File: config.mk
export PLATFORM = sky130hd
export DESIGN_NAME = alu_seq_flat
export DESIGN_NICKNAME = d
export VERILOG_FILES = /design/src/rtl/alu_pkg.sv /design/src/rtl/alu_seq_if.sv /design/src/rtl/alu_muldiv_seq.sv /design/src/rtl/alu_seq.sv /design/src/flat_wrapper.sv
export SDC_FILE = /design/constraint.sdc
export NUM_CORES = 1
export LEC_CHECK = 0
export CORE_MARGIN = 1
export CORE_UTILIZATION = 25
export DETAILED_ROUTE_END_ITERATION = 8
export MAX_ROUTING_LAYER = met4
export PLACE_DENSITY = 0.52
export SETUP_SLACK_MARGIN = 0.02
export SLEW_MARGIN = 20
export SYNTH_ARGS = -nofsm -noshare
export SYNTH_HDL_FRONTEND = slang
export SYNTH_SLANG_ARGS = --single-unit
File: constraint.sdc
create_clock -name clk -period 6 [get_ports clk]
set_input_delay 0.6 -clock clk [delete_from_list [all_inputs] [get_ports clk]]
set_output_delay 0.6 -clock clk [all_outputs]
set_load 0.02 [all_outputs]
File: src/rtl/alu_pkg.sv
// Shared types for the alu_seq multi-cycle ALU: opcodes, FSM states and the NZCV flag bundle.
package alu_pkg;

  typedef enum logic [3:0] {
    OP_ADD   = 4'd0,
    OP_SUB   = 4'd1,
    OP_AND   = 4'd2,
    OP_OR    = 4'd3,
    OP_SLT   = 4'd4,
    OP_LUI   = 4'd5,
    OP_XOR   = 4'd6,
    OP_SLTU  = 4'd7,
    OP_SLL   = 4'd8,
    OP_SRL   = 4'd9,
    OP_SRA   = 4'd10,
    OP_MUL   = 4'd11,
    OP_MULHU = 4'd12,
    OP_DIVU  = 4'd13,
    OP_REMU  = 4'd14,
    OP_RSVD  = 4'd15
  } alu_op_e;

  typedef enum logic [1:0] {
    ST_IDLE = 2'd0,
    ST_BUSY = 2'd1,
    ST_DONE = 2'd2
  } alu_state_e;

  typedef struct packed {
    logic zero;
    logic negative;
    logic carry;
    logic overflow;
  } alu_flags_t;

  function automatic logic is_muldiv(alu_op_e op);
    return op inside {OP_MUL, OP_MULHU, OP_DIVU, OP_REMU};
  endfunction

endpackage

File: src/rtl/alu_seq_if.sv
// Request/response bundle between the control unit (master) and alu_seq (slave).
interface alu_seq_if #(
  parameter int WIDTH = 16
);
  import alu_pkg::*;

  logic             in_valid;
  logic             in_ready;
  alu_op_e          op;
  logic [WIDTH-1:0] operand_a;
  logic [WIDTH-1:0] operand_b;
  logic             out_valid;
  logic             out_ready;
  logic [WIDTH-1:0] result;
  logic             zero;
  logic             negative;
  logic             carry;
  logic             overflow;
  logic             illegal;

  modport master (
    output in_valid, op, operand_a, operand_b, out_ready,
    input  in_ready, out_valid, result, zero, negative, carry, overflow, illegal
  );

  modport slave (
    input  in_valid, op, operand_a, operand_b, out_ready,
    output in_ready, out_valid, result, zero, negative, carry, overflow, illegal
  );

endinterface

File: src/rtl/alu_muldiv_seq.sv
// Iterative unit for MUL/MULHU (radix-2 shift-add) and DIVU/REMU (restoring), one bit per cycle.
// Only instantiated when ALU_MULDIV_EN is defined.
module alu_muldiv_seq
  import alu_pkg::*;
#(
  parameter int WIDTH = 16
) (
  input  logic             clk,
  input  logic             reset,
  input  logic             start,
  input  alu_op_e          op,
  input  logic [WIDTH-1:0] a,
  input  logic [WIDTH-1:0] b,
  output logic             done,
  output logic [WIDTH-1:0] result
);

  localparam int CW = $clog2(WIDTH);

  logic             active_q, active_d;
  logic [CW-1:0]    cnt_q, cnt_d;
  logic [WIDTH-1:0] hi_q, hi_d;
  logic [WIDTH-1:0] lo_q, lo_d;
  logic [WIDTH-1:0] b_q, b_d;
  alu_op_e          op_q, op_d;

  logic [WIDTH:0]   add_sum;
  logic [WIDTH:0]   shifted;
  logic [WIDTH:0]   diff;
  logic [WIDTH-1:0] step_hi, step_lo;

  // hi:lo is the running product for multiply and the remainder:dividend pair for divide.
  always_comb begin
    // NOTE: every always_comb output gets a default first so no path can infer a latch.
    active_d = active_q;
    cnt_d    = cnt_q;
    hi_d     = hi_q;
    lo_d     = lo_q;
    b_d      = b_q;
    op_d     = op_q;
    done     = 1'b0;

    add_sum = {1'b0, hi_q} + (lo_q[0] ? {1'b0, b_q} : '0);
    shifted = {hi_q, lo_q[WIDTH-1]};
    diff    = shifted - {1'b0, b_q};

    if (op_q inside {OP_DIVU, OP_REMU}) begin
      // A borrow out of diff means the divisor does not fit: restore and shift in a 0.
      step_hi = diff[WIDTH] ? shifted[WIDTH-1:0] : diff[WIDTH-1:0];
      step_lo = {lo_q[WIDTH-2:0], ~diff[WIDTH]};
    end else begin
      step_hi = add_sum[WIDTH:1];
      step_lo = {add_sum[0], lo_q[WIDTH-1:1]};
    end

    if (active_q) begin
      hi_d = step_hi;
      lo_d = step_lo;
      if (cnt_q == CW'(WIDTH - 1)) begin
        active_d = 1'b0;
        done     = 1'b1;
      end else begin
        cnt_d = cnt_q + 1'b1;
      end
    end

    if (start) begin
      active_d = 1'b1;
      cnt_d    = '0;
      hi_d     = '0;
      lo_d     = a;
      b_d      = b;
      op_d     = op;
    end

    result = (op_q inside {OP_MUL, OP_DIVU}) ? step_lo : step_hi;
  end

  always_ff @(posedge clk) begin
    // NOTE: sequential state uses non-blocking assignments so every flop samples pre-edge values.
    if (reset) begin
      active_q <= 1'b0;
      cnt_q    <= '0;
      hi_q     <= '0;
      lo_q     <= '0;
      b_q      <= '0;
      op_q     <= OP_ADD;
    end else begin
      active_q <= active_d;
      cnt_q    <= cnt_d;
      hi_q     <= hi_d;
      lo_q     <= lo_d;
      b_q      <= b_d;
      op_q     <= op_d;
    end
  end

endmodule

File: src/rtl/alu_seq.sv
// Multi-cycle WIDTH-bit ALU with valid/ready handshakes and registered NZCV flags.
// Define ALU_MULDIV_EN to build MUL/MULHU/DIVU/REMU; otherwise those opcodes report illegal.
module alu_seq
  import alu_pkg::*;
#(
  parameter int WIDTH = 16
) (
  input  logic    clk,
  input  logic    reset,
  alu_seq_if.slave bus
);

  localparam int SHW  = $clog2(WIDTH);
  localparam int HALF = WIDTH / 2;

  alu_state_e       state_q, state_d;
  logic [WIDTH-1:0] result_q, result_d;
  alu_flags_t       flags_q, flags_d;
  logic             illegal_q, illegal_d;

  logic             accept;
  logic             long_op;
  logic [WIDTH-1:0] a, b;
  logic [SHW-1:0]   shamt;
  logic [WIDTH:0]   sum_w, dif_w;
  logic [WIDTH-1:0] simple_res;
  logic             simple_c, simple_v, simple_ill;

  assign bus.in_ready  = (state_q == ST_IDLE) | ((state_q == ST_DONE) & bus.out_ready);
  assign bus.out_valid = (state_q == ST_DONE);
  assign bus.result    = result_q;
  assign bus.zero      = flags_q.zero;
  assign bus.negative  = flags_q.negative;
  assign bus.carry     = flags_q.carry;
  assign bus.overflow  = flags_q.overflow;
  assign bus.illegal   = illegal_q;

  assign accept = bus.in_valid & bus.in_ready;
  assign a      = bus.operand_a;
  assign b      = bus.operand_b;
  assign shamt  = b[SHW-1:0];
  assign sum_w  = {1'b0, a} + {1'b0, b};
  assign dif_w  = {1'b0, a} - {1'b0, b};

`ifdef ALU_MULDIV_EN
  logic             md_done;
  logic [WIDTH-1:0] md_result;

  assign long_op = is_muldiv(bus.op);

  alu_muldiv_seq #(.WIDTH(WIDTH)) u_muldiv (
    .clk    (clk),
    .reset  (reset),
    .start  (accept & long_op),
    .op     (bus.op),
    .a      (a),
    .b      (b),
    .done   (md_done),
    .result (md_result)
  );
`else
  assign long_op = 1'b0;
`endif

  // Single-cycle datapath; anything it does not decode falls to the illegal default.
  always_comb begin
    simple_res = '0;
    simple_c   = 1'b0;
    simple_v   = 1'b0;
    simple_ill = 1'b0;
    case (bus.op)
      OP_ADD: begin
        simple_res = sum_w[WIDTH-1:0];
        simple_c   = sum_w[WIDTH];
        simple_v   = (a[WIDTH-1] == b[WIDTH-1]) && (sum_w[WIDTH-1] != a[WIDTH-1]);
      end
      OP_SUB: begin
        simple_res = dif_w[WIDTH-1:0];
        simple_c   = dif_w[WIDTH];
        simple_v   = (a[WIDTH-1] != b[WIDTH-1]) && (dif_w[WIDTH-1] != a[WIDTH-1]);
      end
      OP_AND:  simple_res = a & b;
      OP_OR:   simple_res = a | b;
      OP_XOR:  simple_res = a ^ b;
      OP_SLT:  simple_res = WIDTH'($signed(a) < $signed(b));
      OP_SLTU: simple_res = WIDTH'(a < b);
      OP_LUI:  simple_res = {b[HALF-1:0], {HALF{1'b0}}};
      OP_SLL:  simple_res = a << shamt;
      OP_SRL:  simple_res = a >> shamt;
      OP_SRA:  simple_res = $unsigned($signed(a) >>> shamt);
      default: simple_ill = 1'b1;
    endcase
  end

  always_comb begin
    state_d   = state_q;
    result_d  = result_q;
    flags_d   = flags_q;
    illegal_d = illegal_q;

    if (accept) begin
      if (long_op) begin
        state_d = ST_BUSY;
      end else begin
        state_d   = ST_DONE;
        result_d  = simple_res;
        flags_d   = '{zero: (simple_res == '0), negative: simple_res[WIDTH-1],
                      carry: simple_c, overflow: simple_v};
        illegal_d = simple_ill;
      end
    end else if ((state_q == ST_DONE) && bus.out_ready) begin
      state_d = ST_IDLE;
    end

`ifdef ALU_MULDIV_EN
    if ((state_q == ST_BUSY) && md_done) begin
      state_d   = ST_DONE;
      result_d  = md_result;
      flags_d   = '{zero: (md_result == '0), negative: md_result[WIDTH-1],
                    carry: 1'b0, overflow: 1'b0};
      illegal_d = 1'b0;
    end
`endif
  end

  always_ff @(posedge clk) begin
    if (reset) begin
      state_q   <= ST_IDLE;
      result_q  <= '0;
      flags_q   <= '0;
      illegal_q <= 1'b0;
    end else begin
      state_q   <= state_d;
      result_q  <= result_d;
      flags_q   <= flags_d;
      illegal_q <= illegal_d;
    end
  end

endmodule

File: src/flat_wrapper.sv
// flat-port wrapper written by rule: the top's interface ports become plain ports
module alu_seq_flat import alu_pkg::*;
#(
  parameter int WIDTH = 16
)
  (clk, reset, bus_in_valid, bus_op, bus_operand_a, bus_operand_b, bus_out_ready, bus_in_ready, bus_out_valid, bus_result, bus_zero, bus_negative, bus_carry, bus_overflow, bus_illegal);
  alu_seq_if #(.WIDTH(WIDTH)) bus_i ();
  input  logic clk;
  input  logic reset;
  input wire logic [$bits(bus_i.in_valid)-1:0] bus_in_valid;
  input wire logic [$bits(bus_i.op)-1:0] bus_op;
  input wire logic [$bits(bus_i.operand_a)-1:0] bus_operand_a;
  input wire logic [$bits(bus_i.operand_b)-1:0] bus_operand_b;
  input wire logic [$bits(bus_i.out_ready)-1:0] bus_out_ready;
  output wire logic [$bits(bus_i.in_ready)-1:0] bus_in_ready;
  output wire logic [$bits(bus_i.out_valid)-1:0] bus_out_valid;
  output wire logic [$bits(bus_i.result)-1:0] bus_result;
  output wire logic [$bits(bus_i.zero)-1:0] bus_zero;
  output wire logic [$bits(bus_i.negative)-1:0] bus_negative;
  output wire logic [$bits(bus_i.carry)-1:0] bus_carry;
  output wire logic [$bits(bus_i.overflow)-1:0] bus_overflow;
  output wire logic [$bits(bus_i.illegal)-1:0] bus_illegal;
  assign bus_i.in_valid = bus_in_valid;
  assign bus_i.op = bus_op;
  assign bus_i.operand_a = bus_operand_a;
  assign bus_i.operand_b = bus_operand_b;
  assign bus_i.out_ready = bus_out_ready;
  assign bus_in_ready = bus_i.in_ready;
  assign bus_out_valid = bus_i.out_valid;
  assign bus_result = bus_i.result;
  assign bus_zero = bus_i.zero;
  assign bus_negative = bus_i.negative;
  assign bus_carry = bus_i.carry;
  assign bus_overflow = bus_i.overflow;
  assign bus_illegal = bus_i.illegal;
  alu_seq #(.WIDTH(WIDTH)) u_core (.clk(clk), .reset(reset), .bus(bus_i));
endmodule
Fig. 1: power grid
The bar under the picture is 50 µm long. Pins as bars on the die edge. Tap cells in grey.
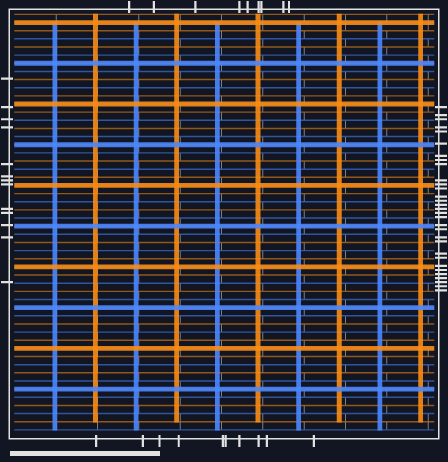
net	colour
VSS	blue
VDD	orange
signal pins	63
met1 rails	52
tap cells	265
rows	51
die span in y: 143 µm
Peak supply drop: 0.0939 mV
standard cell core area: 19500 µm²

Fig. 2: placement by cell class
The bar under the picture is 50 µm long.
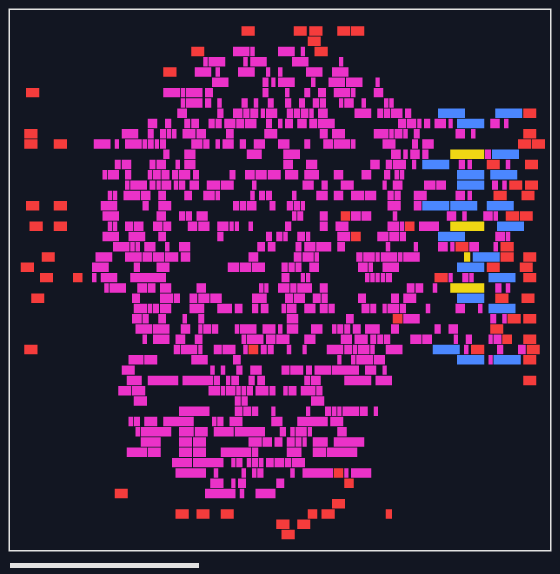
class	colour	cells
all other logic	magenta	590
clock drivers and dummy loads	yellow	4
flip-flops	blue	21
other buffers and delay cells	red	72
final core utilization: 0.299
final instance area: 5820 µm²

Fig. 3: routed clock nets over the placement
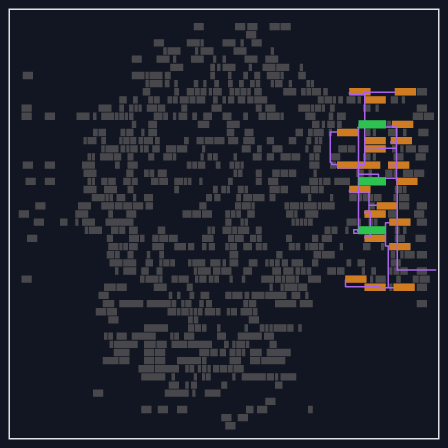
[flip-flops] orange | count: 21
[cells driving clock nets] green | count: 3
[clock wires] purple | length: 291 µm
routed clock nets	4
later-pin clock latency in the skew report: 260 ps
Clock Power Share: 0.183
clock skew after layout: 5.07 ps

Fig. 4: metal layers overlaid
The bar under the picture is 50 µm long. Two of the layers only.
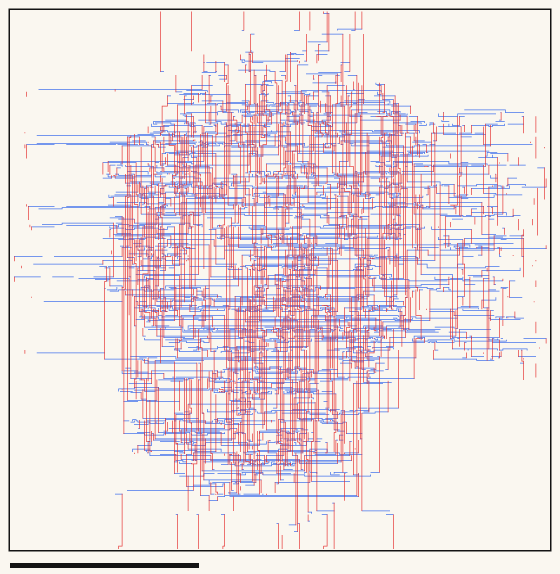
layer	colour	wire length
met1	blue	8620 µm
met2	red	8580 µm
global routing usage summed across all routing layers: 0.199
final routed wirelength across all metal layers: 19800 µm
drt wl/cell: 20.8 µm
via count: 5484

==> run summary <==
Main metrics from the flow reports.

The run finished with clean final reports. Entering global routing, the biggest net connects 39 pins. For the final routed database, the setup TNS stands at 0 ps. The cell-mix breakdown from Yosys lists the compound-gate area share as 0.330.

The wire length on met2 is 8580 µm. The starting DRC count in detailed routing is 592. The number of hold buffers added after cts came out at 0. Per the post-synthesis stats, the area per cell is 7.50 µm².

The switching fraction of total power is 0.446. The number of flip-flops in the largest register is 15. The TritonCTS sink count came out at 21.

The worst max-slew margin expressed relative to the limit came out at 0.321. The number of placed cells counting well taps came out at 948. The main logic family after synthesis is AND-OR/OR-AND gates. The slew at the pin closest to its max-slew limit came out at 1020 ps. The data arrival time of the critical path is 4520 ps. The number of flops mapped to enable cells by yosys came out at 0.

In the synthesized netlist, the cells that appear most often are sky130_fd_sc_hd__nor2_1 (62), sky130_fd_sc_hd__a21oi_1 (51), sky130_fd_sc_hd__ha_1 (49), sky130_fd_sc_hd__inv_1 (47), sky130_fd_sc_hd__nand2_1 (41). Summing all multiplexer cells gives an area fraction of 0.144. The number of nets in the finished design came out at 779. The multi-input combinational cells in the finished layout cover a total of 4120 µm².

The chip footprint came out at 20400 µm². The static leakage came out at 2.27 nW. The final critical-path share of the clock period is 0.720. The proportion of synthesized flip-flops having asynchronous set or reset came out at 0.

The biggest slice of the total power is consumed by combinational cells. Per the post-place timing report, worst setup slack is 1460 ps. The clock tree cell share of total cell area is 0.0138. The power in combinational cells is 470 µW. The buffer count from post-CTS setup fixing is 0. The logic depth of the worst path, buffers included is 13. The global routing stage identified its most utilized layer as met2. The initial antenna violation count came out at 1. The distinct cell type count of the synthesized netlist is 84.

The clock buffer count in the final layout came out at 3. The count of maximum capacitance violations is 0. The number of fill cells in the layout came out at 2116. The maximum clock path buffer count is 2. The Yosys step of the flow raised 0 warnings.

The total placed instance area came out at 5740 µm². Derived from the worst setup path, the maximum achievable clock frequency is 232 MHz. The detail route stage leaves a number of antenna-violating nets equal to 0. The worst hold path terminates at u_core.bus.result[4].

The critical path in this run is classified as in2reg. The post-synth area from yosys stat came out at 4960 µm². Setup repair after global routing left no endpoint under its margin.

The report lists the number of standard-cell rows as 51. The total CTS buffers came out at 3. The highest layer touched by signal routing is met4. The largest individual stage delay along the critical path comes from the cell sky130_fd_sc_hd__a221oi_1. Internal power comes to 425 µW. The non-filler instance count after layout came out at 953.

STA classifies the critical path startpoint as a primary input. The power density over the cells came out at 132 nW/µm². The worst endpoint required time came out at 6200 ps.
Power is estimated from default activity; no workload was simulated.
